$ cat src/rtl/addsub64_pkg.sv
// Shared types and constants for the 64-bit add/subtract issue stage.
// Combinational only; no latency.
// No handshake; used by the issue stage, its flag logic and its interface.
package addsub64_pkg;

  localparam int DATA_W = 64;
  localparam int FLAG_W = 4;

  // Bit positions inside the {V,N,Z,C} flag vector
  localparam int FLAG_V = 3;
  localparam int FLAG_N = 2;
  localparam int FLAG_Z = 1;
  localparam int FLAG_C = 0;

  typedef enum logic [1:0] {
    OP_ADD = 2'd0,
    OP_SUB = 2'd1,
    OP_ADC = 2'd2,
    OP_SBB = 2'd3
  } opcode_e;

  typedef struct packed {
    logic v;
    logic n;
    logic z;
    logic c;
  } flags_t;

endpackage

$ cat src/rtl/addsub64_if.sv
// Bundle of request, result and adder-side signals of the add/subtract issue stage.
// No logic; no latency.
// in_ready/out_ready carry the valid-ready backpressure between producer and consumer.
interface addsub64_if;
  import addsub64_pkg::*;

  logic              in_valid;
  logic              in_ready;
  logic [1:0]        in_opcode;
  logic [DATA_W-1:0] in_a;
  logic [DATA_W-1:0] in_b;

  logic [DATA_W-1:0] add_op1;
  logic [DATA_W-1:0] add_op2;
  logic              add_carry_in;
  logic [DATA_W-1:0] add_result;
  logic              add_carry_out;

  logic              out_valid;
  logic              out_ready;
  logic [DATA_W-1:0] out_result;
  logic [FLAG_W-1:0] out_flags;
  logic              carry_flag;

  // Environment side: request producer, result consumer and the adder itself
  modport master (
    output in_valid, in_opcode, in_a, in_b, out_ready, add_result, add_carry_out,
    input  in_ready, add_op1, add_op2, add_carry_in, out_valid, out_result, out_flags, carry_flag
  );

  // Issue stage side
  modport slave (
    input  in_valid, in_opcode, in_a, in_b, out_ready, add_result, add_carry_out,
    output in_ready, add_op1, add_op2, add_carry_in, out_valid, out_result, out_flags, carry_flag
  );

endinterface

$ cat src/rtl/addsub64_flags.sv
// Derives {V,N,Z,C} from the adder result, carry-out and operand sign bits.
// Purely combinational; zero latency.
// No handshake; sits in the capture-stage input path.
module addsub64_flags
  import addsub64_pkg::*;
(
  input  logic [DATA_W-1:0] i_result,
  input  logic              i_carry_out,
  input  logic              i_op1_msb,
  input  logic              i_op2_msb,
  output flags_t            o_flags
);

  // Overflow: operands of equal sign producing a result of the other sign
  always_comb begin
    o_flags   = '0;
    o_flags.c = i_carry_out;
    o_flags.z = (i_result == '0);
    o_flags.n = i_result[DATA_W-1];
    o_flags.v = (i_op1_msb == i_op2_msb) && (i_result[DATA_W-1] != i_op1_msb);
  end

endmodule

$ cat src/rtl/addsub64_issue.sv
// Two-stage issue/capture wrapper around an external 64-bit adder; owns the carry flag.
// Latency 2 cycles accept-to-out_valid, 1 op/cycle, 2 ops in flight.
// in_ready = !S1.valid || S1 can advance; stalled stages hold. Macro: ADDSUB_CARRY_CHAIN_EN.
module addsub64_issue
  import addsub64_pkg::*;
(
  input  logic       clk,
  input  logic       rst,
  addsub64_if.slave  bus
);

  logic              r_s1_vld;
  logic [DATA_W-1:0] r_s1_op1;
  logic [DATA_W-1:0] r_s1_op2;
  logic              r_s1_cin;
  logic              r_s1_op1_msb;

  logic              r_s2_vld;
  logic [DATA_W-1:0] r_s2_result;
  flags_t            r_s2_flags;

  logic              w_s2_adv;
  logic              w_accept;
  logic [DATA_W-1:0] w_op2_eff;
  logic              w_cin_eff;
  flags_t            w_flags;
  opcode_e           w_op;

  assign w_s2_adv = r_s1_vld && (!r_s2_vld || bus.out_ready);
  assign w_accept = bus.in_valid && bus.in_ready;
  assign w_op     = opcode_e'(bus.in_opcode);

`ifdef ADDSUB_CARRY_CHAIN_EN
  logic r_carry_flag;
  logic w_carry_cur;

  // The op leaving S1 this cycle updates the flag at the same edge; forward
  // its carry so a chained op right behind it needs no bubble.
  assign w_carry_cur = w_s2_adv ? bus.add_carry_out : r_carry_flag;

  // Architectural carry, updated on every S1->S2 transfer
  always_ff @(posedge clk) begin
    if (rst) begin
      r_carry_flag <= 1'b0;
    end else if (w_s2_adv) begin
      r_carry_flag <= bus.add_carry_out;
    end
  end

  assign bus.carry_flag = r_carry_flag;
`else
  assign bus.carry_flag = 1'b0;
`endif

  // Opcode decode into effective adder operand and carry-in
  always_comb begin
    w_op2_eff = bus.in_b;
    w_cin_eff = 1'b0;
    case (w_op)
      OP_ADD: begin
        w_op2_eff = bus.in_b;
        w_cin_eff = 1'b0;
      end
      OP_SUB: begin
        w_op2_eff = ~bus.in_b;
        w_cin_eff = 1'b1;
      end
      OP_ADC: begin
        w_op2_eff = bus.in_b;
`ifdef ADDSUB_CARRY_CHAIN_EN
        w_cin_eff = w_carry_cur;
`else
        w_cin_eff = 1'b0;
`endif
      end
      OP_SBB: begin
        w_op2_eff = ~bus.in_b;
`ifdef ADDSUB_CARRY_CHAIN_EN
        w_cin_eff = w_carry_cur;
`else
        w_cin_eff = 1'b1;
`endif
      end
      default: begin
        w_op2_eff = bus.in_b;
        w_cin_eff = 1'b0;
      end
    endcase
  end

  // S1 issue register: loads only on accept so a stalled op keeps driving the adder
  always_ff @(posedge clk) begin
    if (rst) begin
      r_s1_vld     <= 1'b0;
      r_s1_op1     <= '0;
      r_s1_op2     <= '0;
      r_s1_cin     <= 1'b0;
      r_s1_op1_msb <= 1'b0;
    end else if (w_accept) begin
      r_s1_vld     <= 1'b1;
      r_s1_op1     <= bus.in_a;
      r_s1_op2     <= w_op2_eff;
      r_s1_cin     <= w_cin_eff;
      r_s1_op1_msb <= bus.in_a[DATA_W-1];
    end else if (w_s2_adv) begin
      r_s1_vld     <= 1'b0;
    end
  end

  addsub64_flags u_flags (
    .i_result    (bus.add_result),
    .i_carry_out (bus.add_carry_out),
    .i_op1_msb   (r_s1_op1_msb),
    .i_op2_msb   (r_s1_op2[DATA_W-1]),
    .o_flags     (w_flags)
  );

  // S2 capture register: holds result and flags until the consumer takes them
  always_ff @(posedge clk) begin
    if (rst) begin
      r_s2_vld    <= 1'b0;
      r_s2_result <= '0;
      r_s2_flags  <= '0;
    end else if (w_s2_adv) begin
      r_s2_vld    <= 1'b1;
      r_s2_result <= bus.add_result;
      r_s2_flags  <= w_flags;
    end else if (bus.out_ready) begin
      r_s2_vld    <= 1'b0;
    end
  end

  assign bus.in_ready     = !r_s1_vld || w_s2_adv;
  assign bus.add_op1      = r_s1_op1;
  assign bus.add_op2      = r_s1_op2;
  assign bus.add_carry_in = r_s1_cin;
  assign bus.out_valid    = r_s2_vld;
  assign bus.out_result   = r_s2_result;
  assign bus.out_flags    = r_s2_flags;

endmodule

$ cat src/flat_wrapper.sv
// flat-port wrapper written by rule: the top's interface ports become plain ports
module addsub64_issue_flat import addsub64_pkg::*;
  (clk, rst, bus_in_valid, bus_in_opcode, bus_in_a, bus_in_b, bus_out_ready, bus_add_result, bus_add_carry_out, bus_in_ready, bus_add_op1, bus_add_op2, bus_add_carry_in, bus_out_valid, bus_out_result, bus_out_flags, bus_carry_flag);
  addsub64_if bus_i ();
  input  logic clk;
  input  logic rst;
  input wire logic [$bits(bus_i.in_valid)-1:0] bus_in_valid;
  input wire logic [$bits(bus_i.in_opcode)-1:0] bus_in_opcode;
  input wire logic [$bits(bus_i.in_a)-1:0] bus_in_a;
  input wire logic [$bits(bus_i.in_b)-1:0] bus_in_b;
  input wire logic [$bits(bus_i.out_ready)-1:0] bus_out_ready;
  input wire logic [$bits(bus_i.add_result)-1:0] bus_add_result;
  input wire logic [$bits(bus_i.add_carry_out)-1:0] bus_add_carry_out;
  output wire logic [$bits(bus_i.in_ready)-1:0] bus_in_ready;
  output wire logic [$bits(bus_i.add_op1)-1:0] bus_add_op1;
  output wire logic [$bits(bus_i.add_op2)-1:0] bus_add_op2;
  output wire logic [$bits(bus_i.add_carry_in)-1:0] bus_add_carry_in;
  output wire logic [$bits(bus_i.out_valid)-1:0] bus_out_valid;
  output wire logic [$bits(bus_i.out_result)-1:0] bus_out_result;
  output wire logic [$bits(bus_i.out_flags)-1:0] bus_out_flags;
  output wire logic [$bits(bus_i.carry_flag)-1:0] bus_carry_flag;
  assign bus_i.in_valid = bus_in_valid;
  assign bus_i.in_opcode = bus_in_opcode;
  assign bus_i.in_a = bus_in_a;
  assign bus_i.in_b = bus_in_b;
  assign bus_i.out_ready = bus_out_ready;
  assign bus_i.add_result = bus_add_result;
  assign bus_i.add_carry_out = bus_add_carry_out;
  assign bus_in_ready = bus_i.in_ready;
  assign bus_add_op1 = bus_i.add_op1;
  assign bus_add_op2 = bus_i.add_op2;
  assign bus_add_carry_in = bus_i.add_carry_in;
  assign bus_out_valid = bus_i.out_valid;
  assign bus_out_result = bus_i.out_result;
  assign bus_out_flags = bus_i.out_flags;
  assign bus_carry_flag = bus_i.carry_flag;
  addsub64_issue u_core (.clk(clk), .rst(rst), .bus(bus_i));
endmodule
$ cat config.mk
export PLATFORM = sky130hd
export DESIGN_NAME = addsub64_issue_flat
export DESIGN_NICKNAME = d
export VERILOG_FILES = /design/src/rtl/addsub64_pkg.sv /design/src/rtl/addsub64_if.sv /design/src/rtl/addsub64_flags.sv /design/src/rtl/addsub64_issue.sv /design/src/flat_wrapper.sv
export SDC_FILE = /design/constraint.sdc
export NUM_CORES = 1
export LEC_CHECK = 0
export CAP_MARGIN = 20
export CORE_MARGIN = 10
export CORE_UTILIZATION = 40
export DETAILED_ROUTE_END_ITERATION = 8
export PLACE_DENSITY_LB_ADDON = 0.12
export SKIP_CTS_REPAIR_TIMING = 1
export SLEW_MARGIN = 20
export SYNTH_ARGS = -nofsm -noshare
export SYNTH_HDL_FRONTEND = slang
export SYNTH_SLANG_ARGS = --single-unit
$ cat constraint.sdc
create_clock -name clk -period 1.9 [get_ports clk]
set_clock_uncertainty 0.15 [all_clocks]
set_input_delay 0.19 -clock clk [delete_from_list [all_inputs] [get_ports clk]]
set_output_delay 0.19 -clock clk [all_outputs]
set_load 0.005 [all_outputs]
### Wiring by layer

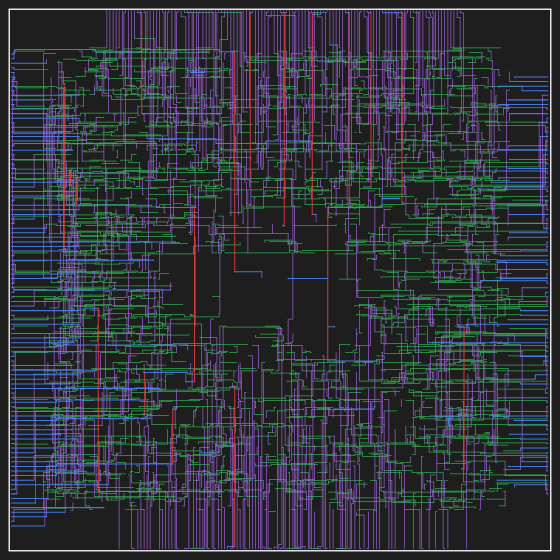
- metal 3: blue (wire length 2670 um)
- metal 4: red (wire length 779 um)
- metal 1: green (wire length 11000 um)
- metal 2: purple (wire length 13800 um)

### Metal 1

Supply wires on this layer in grey.
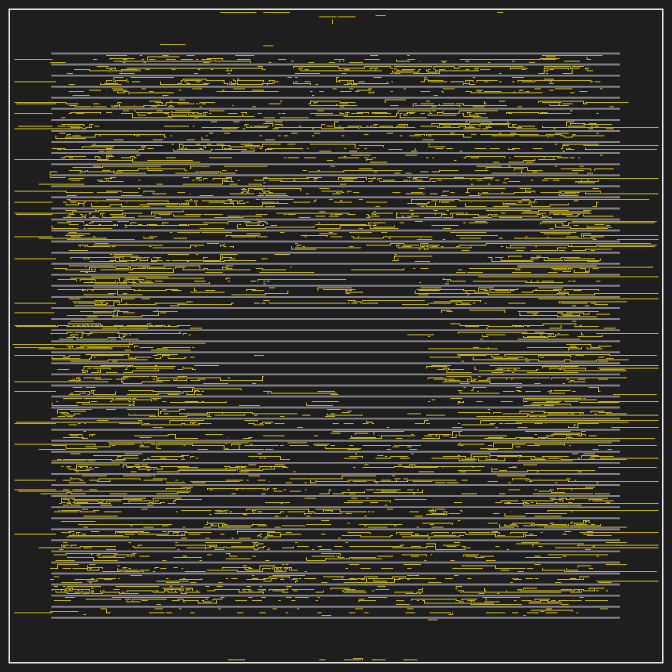
- nets with wire on the layer: 1327
- main direction: horizontal
- longest straight run: 44.2 um
- share of all routed wire: 39%
- wire length on this layer: 11000 um

### Cells coloured by class

Bar = 50 um. Fill, decap, tap and diode cells in grey.
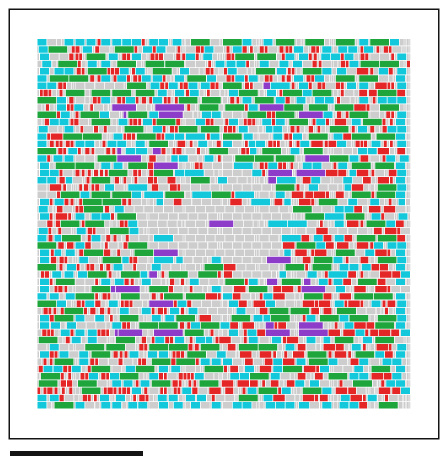
- clock drivers and dummy loads: purple (cells 32)
- other buffers and delay cells: cyan (cells 432)
- combinational and other logic: red (cells 622)
- flops: green (cells 198)

### Placed standard cells

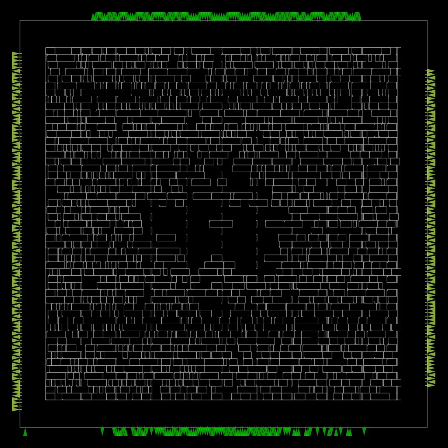
Well Taps: 265
Rows: 51
Final Util: 66.3%

[logic make-up (layout without fill, tap and decap cells)]
logic type / after synthesis / count (layout) / synth area share, %
AND-OR/OR-AND: 198 / 198 / 18.7
XOR/XNOR: 64 / 64 / 7.12
buffers and inverters: 79 / 466 / 5.53
flip-flops: 198 / 198 / 50.3
other: 1 / 2 / 0.0476
AND/OR/NAND/NOR: 357 / 357 / 18.2
[layout make-up]
cell class                      count  area, sq um  area share, %
Timing Repair Buffer              432         4450           34.6
Sequential cell                   198         3960           30.8
Multi-Input combinational cell    620         3480           27.1
Clock buffer                       19          433           3.37
Tap cell                          265          332           2.58
Clock inverter                     13          191           1.49
Inverter                            2         7.51         0.0584
Antenna cell                        1         2.50         0.0195
==> run notes <==
fresh numbers from the pnr run: status=completed, worst hold margin=17.6 ps, Final WS setup=171 ps, CP delay by family, top=buffers and inverters, worst IR drop on VDD=0.625 mV, Synth Area per Inst=8.78 sq um, setup slack, reg-to-reg=300 ps, layout cell share with drive strength beyond 1=10.9%, global-route wire length before repair=43000 um, vias per inst=4.77, worst r2r path cells=6, synthesized area=7870 sq um, slowest stage delay, CP=590 ps, sequential area share after synthesis=50.3%, Die Y=160 um, CP arrival=1390 ps, area delta synth->final=63.3%, #FFs+latches synth=198, leakage power=4.62 nW, fillcell total=1644, H-tree levels=4, wire per inst=18.2 um, asr flop ratio synth=0%, cts bufs inserted=17, CTS Sinks=198, most instantiated logic cell after routing=clkdlybuf4s50_1, number of cells in Yosys stat=897, final number of setup-violating endpoints=0, setup TNS=0 ps, DRT met1 WL=11000 um, NetSw=2.60 mW, main area contributors=dfxtp_1 50%, nand2_1 13%, a211oi_2 10%, a21oi_1 8.4%, xnor2_1 7.1%, Slew HR=62.1%, largest net degree at the start of global routing=57, Slew Viols, Final=0, EDFF count, synth=0, max_cap viols=0, final RePlAce weighted congestion=0.832, Clock group=3.89 mW, Setup Crit Path Kind=flip-flop to output port, Comb. pwr=1.97 mW, Hold Crit Start=bus_in_opcode[0], met1 global-route usage=22.8%, total power=10.4 mW, commonest cells after routing, fill and taps aside=393 x clkdlybuf4s50_1, 261 x nand2_1, 198 x dfxtp_1, Crit Path Max Fanout=4, final WL=28200 um, GRT overflow=0, CTS tree=yes, WP depth=1, ys flop type=dfxtp_1, chip area=25700 sq um, FF-to-FF End=u_core.bus.add_op2[24], cell type contributing the most total cell area after synthesis=dfxtp_1, initial antenna violation count=1, leading cell type by number of instances after synthesis=nand2_1, met2 global-route usage=35.9%, worst min path class=input port to flip-flop, Cells after Synth=897, drt drc=0
Power and IR drop assume default switching activity.
